`src/rtl/seg_scan_controller.sv`:
```
// Time-multiplexed seven-segment scan controller: snapshots a BCD value once per frame and
// steps one shared decoder across the digits, with a guard gap, blanking and bad-code suppression.
module seg_scan_controller #(
    parameter int unsigned NumDigits = 4,
    parameter int unsigned Dwell     = 50000,
    parameter int unsigned Guard     = 16
) (
    input  logic                   clk_i,
    input  logic                   rst_ni,
    input  logic [4*NumDigits-1:0] digits_i,
    input  logic [NumDigits-1:0]   dp_mask_i,
    input  logic                   blank_lz_i,
    output logic [3:0]             bcd_o,
    output logic [NumDigits-1:0]   anode_n_o,
    output logic                   dp_o,
    output logic                   frame_start_o,
    output logic                   invalid_seen_o
);

    localparam int unsigned CntW = (Dwell > 1) ? $clog2(Dwell) : 1;
    localparam int unsigned IdxW = (NumDigits > 1) ? $clog2(NumDigits) : 1;
    localparam logic [CntW-1:0] CntMax = CntW'(Dwell - 1);
    localparam logic [CntW-1:0] GuardLen = CntW'(Guard);
    localparam logic [IdxW-1:0] IdxMax = IdxW'(NumDigits - 1);

    logic [CntW-1:0]        cnt_q, cnt_d;
    logic [IdxW-1:0]        idx_q, idx_d;
    logic [4*NumDigits-1:0] snap_q, snap_d;
    logic                   invalid_seen_q, invalid_seen_d;

    logic [3:0]           bcd_q, bcd_d;
    logic [NumDigits-1:0] anode_n_q, anode_n_d;
    logic                 dp_q, dp_d;
    logic                 frame_start_q, frame_start_d;

    logic slot_end, frame_end, digits_bad;

    // State register
    always_ff @(posedge clk_i or negedge rst_ni) begin
        if (!rst_ni) begin
            cnt_q          <= '0;
            idx_q          <= '0;
            snap_q         <= '0;
            invalid_seen_q <= 1'b0;
        end else begin
            cnt_q          <= cnt_d;
            idx_q          <= idx_d;
            snap_q         <= snap_d;
            invalid_seen_q <= invalid_seen_d;
        end
    end

    // Next-state logic
    always_comb begin
        slot_end  = (cnt_q == CntMax);
        frame_end = slot_end && (idx_q == IdxMax);

        digits_bad = 1'b0;
        for (int i = 0; i < int'(NumDigits); i++) begin
            if (digits_i[4*i +: 4] > 4'd9) digits_bad = 1'b1;
        end

        cnt_d = slot_end ? '0 : cnt_q + CntW'(1);
        idx_d = idx_q;
        if (slot_end) idx_d = (idx_q == IdxMax) ? '0 : idx_q + IdxW'(1);

        snap_d         = frame_end ? digits_i : snap_q;
        invalid_seen_d = invalid_seen_q | (frame_end & digits_bad);
    end

    // Output logic: computed from next state so the registered outputs line up with cnt_q/idx_q
    logic [3:0]           nib;
    logic [NumDigits-1:0] upper_zero;
    logic                 acc_zero, nib_bad, blanked, show, lit;

    always_comb begin
        nib = snap_d[4*idx_d +: 4];

        // upper_zero[i]: snapped digits i..NumDigits-1 are all zero
        acc_zero   = 1'b1;
        upper_zero = '0;
        for (int i = int'(NumDigits) - 1; i >= 0; i--) begin
            acc_zero      = acc_zero & (snap_d[4*i +: 4] == 4'd0);
            upper_zero[i] = acc_zero;
        end

        nib_bad = (nib > 4'd9);
        blanked = blank_lz_i && (idx_d != '0) && upper_zero[idx_d];
        show    = (cnt_d >= GuardLen);
        lit     = show && !blanked && !nib_bad;

        bcd_d     = nib_bad ? 4'd0 : nib;
        anode_n_d = '1;
        if (lit) anode_n_d[idx_d] = 1'b0;
        dp_d          = lit & dp_mask_i[idx_d];
        frame_start_d = frame_end;
    end

    // Output register; reset clears anodes immediately, mid-slot included
    always_ff @(posedge clk_i or negedge rst_ni) begin
        if (!rst_ni) begin
            bcd_q         <= 4'd0;
            anode_n_q     <= '1;
            dp_q          <= 1'b0;
            frame_start_q <= 1'b0;
        end else begin
            bcd_q         <= bcd_d;
            anode_n_q     <= anode_n_d;
            dp_q          <= dp_d;
            frame_start_q <= frame_start_d;
        end
    end

    assign bcd_o          = bcd_q;
    assign anode_n_o      = anode_n_q;
    assign dp_o           = dp_q;
    assign frame_start_o  = frame_start_q;
    assign invalid_seen_o = invalid_seen_q;

endmodule

```
`config.mk`:
```
export PLATFORM = sky130hd
export DESIGN_NAME = seg_scan_controller
export DESIGN_NICKNAME = d
export VERILOG_FILES = /design/src/rtl/seg_scan_controller.sv
export SDC_FILE = /design/constraint.sdc
export NUM_CORES = 1
export LEC_CHECK = 0
export CELL_PAD_IN_SITES_DETAIL_PLACEMENT = 1
export CELL_PAD_IN_SITES_GLOBAL_PLACEMENT = 1
export CORE_ASPECT_RATIO = 1.4
export CORE_UTILIZATION = 25
export DETAILED_ROUTE_END_ITERATION = 7
export PLACE_DENSITY_LB_ADDON = 0.3
export SLEW_MARGIN = 10
export SYNTH_ARGS = -nofsm -noshare
export SYNTH_HDL_FRONTEND = slang
export SYNTH_SLANG_ARGS = --single-unit
```
`constraint.sdc`:
```
create_clock -name clk_i -period 2.8 [get_ports clk_i]
set_input_delay 0.42 -clock clk_i [delete_from_list [all_inputs] [get_ports clk_i]]
set_output_delay 0.42 -clock clk_i [all_outputs]
set_load 0.005 [all_outputs]
```
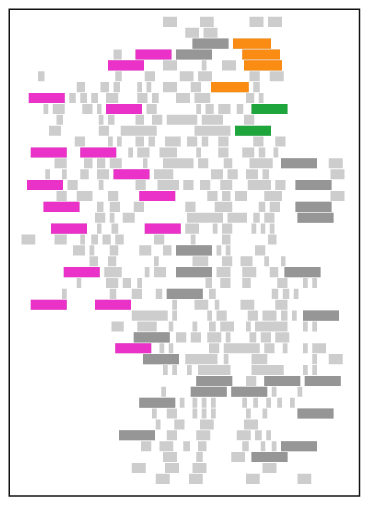
(where the registers sit)
Scale: 4 px per um. Other sequential cells in the stronger gray, the rest of the logic in the fainter gray.
color	netlist name	sequential cells
magenta	`cnt_q`	16
orange	`anode_n_o`	4
green	`idx_q`	2

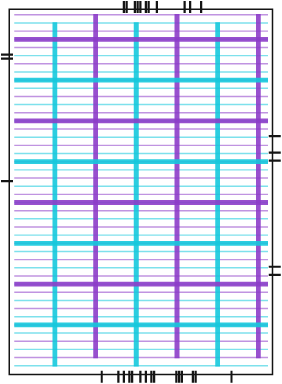
(PDN straps and rails)
Scale: 3 px per um. Pins as bars on the die edge.
color	net
purple	VDD
cyan	VSS
signal pins	34
met1 rails	44
rows	43
met4 straps	6
VDD IR max: 0.000198 V
height of the die: 121 um
core area: 0.00990 mm^2
chip width: 87.2 um

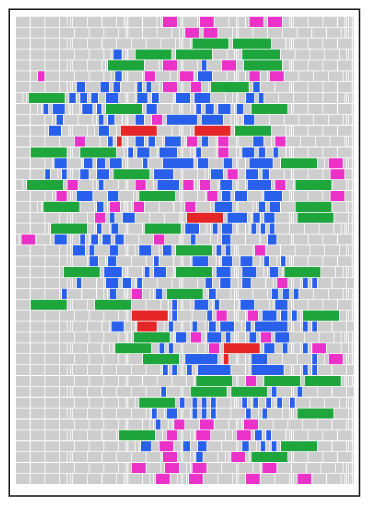
(placement by cell class)
Scale: 4 px per um. Fill, decap, tap and diode cells in gray.
color	class	cells	share of their area
blue	combinational and other logic	207	43%
magenta	other buffers and delay cells	66	18%
green	flops	45	35%
red	clock drivers and dummy loads	8	4.5%
row count: 43
Seq/total area: 33.4%
final instance area: 0.00339 mm^2
final core utilization: 34.2%

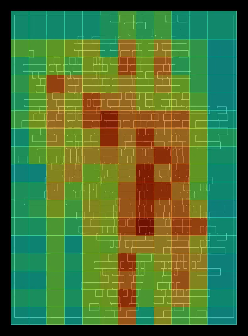
(track usage over the die)
GR met1 Demand/Resource: 16.8%
met3 usage: 2.59%

metal layers:
layer  wire length [um]  part of all wire [%]
met5                  0                     0
met4                205                   2.7
met3                117                   1.5
met2               4360                    57
met1               2950                    39
power by group:
group | total, W | switching (W) | internal [W] | leakage (nW)
clock | 0.000596 | 0.000240 | 0.000356 | 0.0712
sequential | 0.000651 | 0 | 0.000651 | 0.527
combinational | 0.0000612 | 0.0000285 | 0.0000327 | 0.811
total | 0.00131 | 0.000269 | 0.00104 | 1.41
cell type report:
type | instances | area (um^2) | area share [%]
multi-input cells | 201 | 1340 | 39.6
repair buffers | 66 | 573 | 16.9
clock buffers | 8 | 146 | 4.32
flip-flops and latches | 45 | 1130 | 33.4
well taps | 135 | 169 | 4.98
inverters | 6 | 27.5 | 0.812
cell usage after synthesis (2+ instances only):
| cell | count |
|---|---|
| nand2_1 | 53 |
| nor4_1 | 2 |
| inv_1 | 5 |
| mux4_2 | 4 |
| and3_1 | 3 |
| dfrtp_1 | 41 |
| mux2i_1 | 12 |
| o21ai_0 | 8 |
| nand4_1 | 9 |
| xnor2_1 | 7 |
| nor3_1 | 7 |
| o21bai_1 | 2 |
| a31oi_1 | 2 |
| ha_1 | 2 |
| buf_1 | 2 |
| nor2_1 | 22 |
| nand3_1 | 11 |
| a21oi_1 | 7 |
| or2_2 | 2 |
| mux2_2 | 2 |
| or4_1 | 4 |
| o22ai_1 | 2 |
| xor2_1 | 5 |
| clkbuf_1 | 9 |
| a21o_1 | 2 |
| o211ai_1 | 9 |
| dfstp_2 | 4 |
flip-flops by register name, summed over array words and instances (netlist names):
register	flops
anode_n_o	4
bcd_o	4
cnt_q	16
dp_o	1
frame_start_o	1
idx_q	2
invalid_seen_o	1
snap_q	16
==> CHANGELOG.md <==
## Flow update

- Routability cong.: roughly 0.78
- CP max-delay cell: or4_4
- CP endpoint: dp_o
- Largest net degree at the start of global routing: about 43
- Asr flop ratio synth: 100%
- Worst R2R Path Depth: 8
- Chip area: ~0.011 mm^2
- Result of the run: complete, no violations
- Post-synth EDFFs: 0
- Final WS setup: about 0.14 ns
- # fillers: between 1000 and 1500
- IO Port Bufs: 33
- Share of cells above drive strength 1: a little over a fifth
- Xor and xnor area share after synthesis: 4.14%
- Crit path launch: cnt_q[15]
- Final hold viol count: 0
- DR WL/cell: ~17 um
- Clk_lat worst skew: 0.29 ns
- R2r setup slk: between 0.1 and 0.15 ns
- Overall routing resource usage: roughly 16%
- Worst-path clk slew: approximately 0.060 ns
- Net Count, Synth: 290
- Kind of critical path: flip-flop to flip-flop
- Synth area leader: dfrtp_1
- CP arrival: roughly 2.8 ns
- Yosys cell types: about 54
- Multiplexer share: under 10%
- Commonest flop: dfrtp_1
- Main logic family: simple AND/OR/NAND/NOR gates
- Cells resized by post-CTS repair: 0
- Layout Skew: 0.00802 ns
- Crit. End Element: flip-flop
- Syn-to-layout area delta: 33.4%
No activity file was given, so power comes from the tool's default toggle rates.
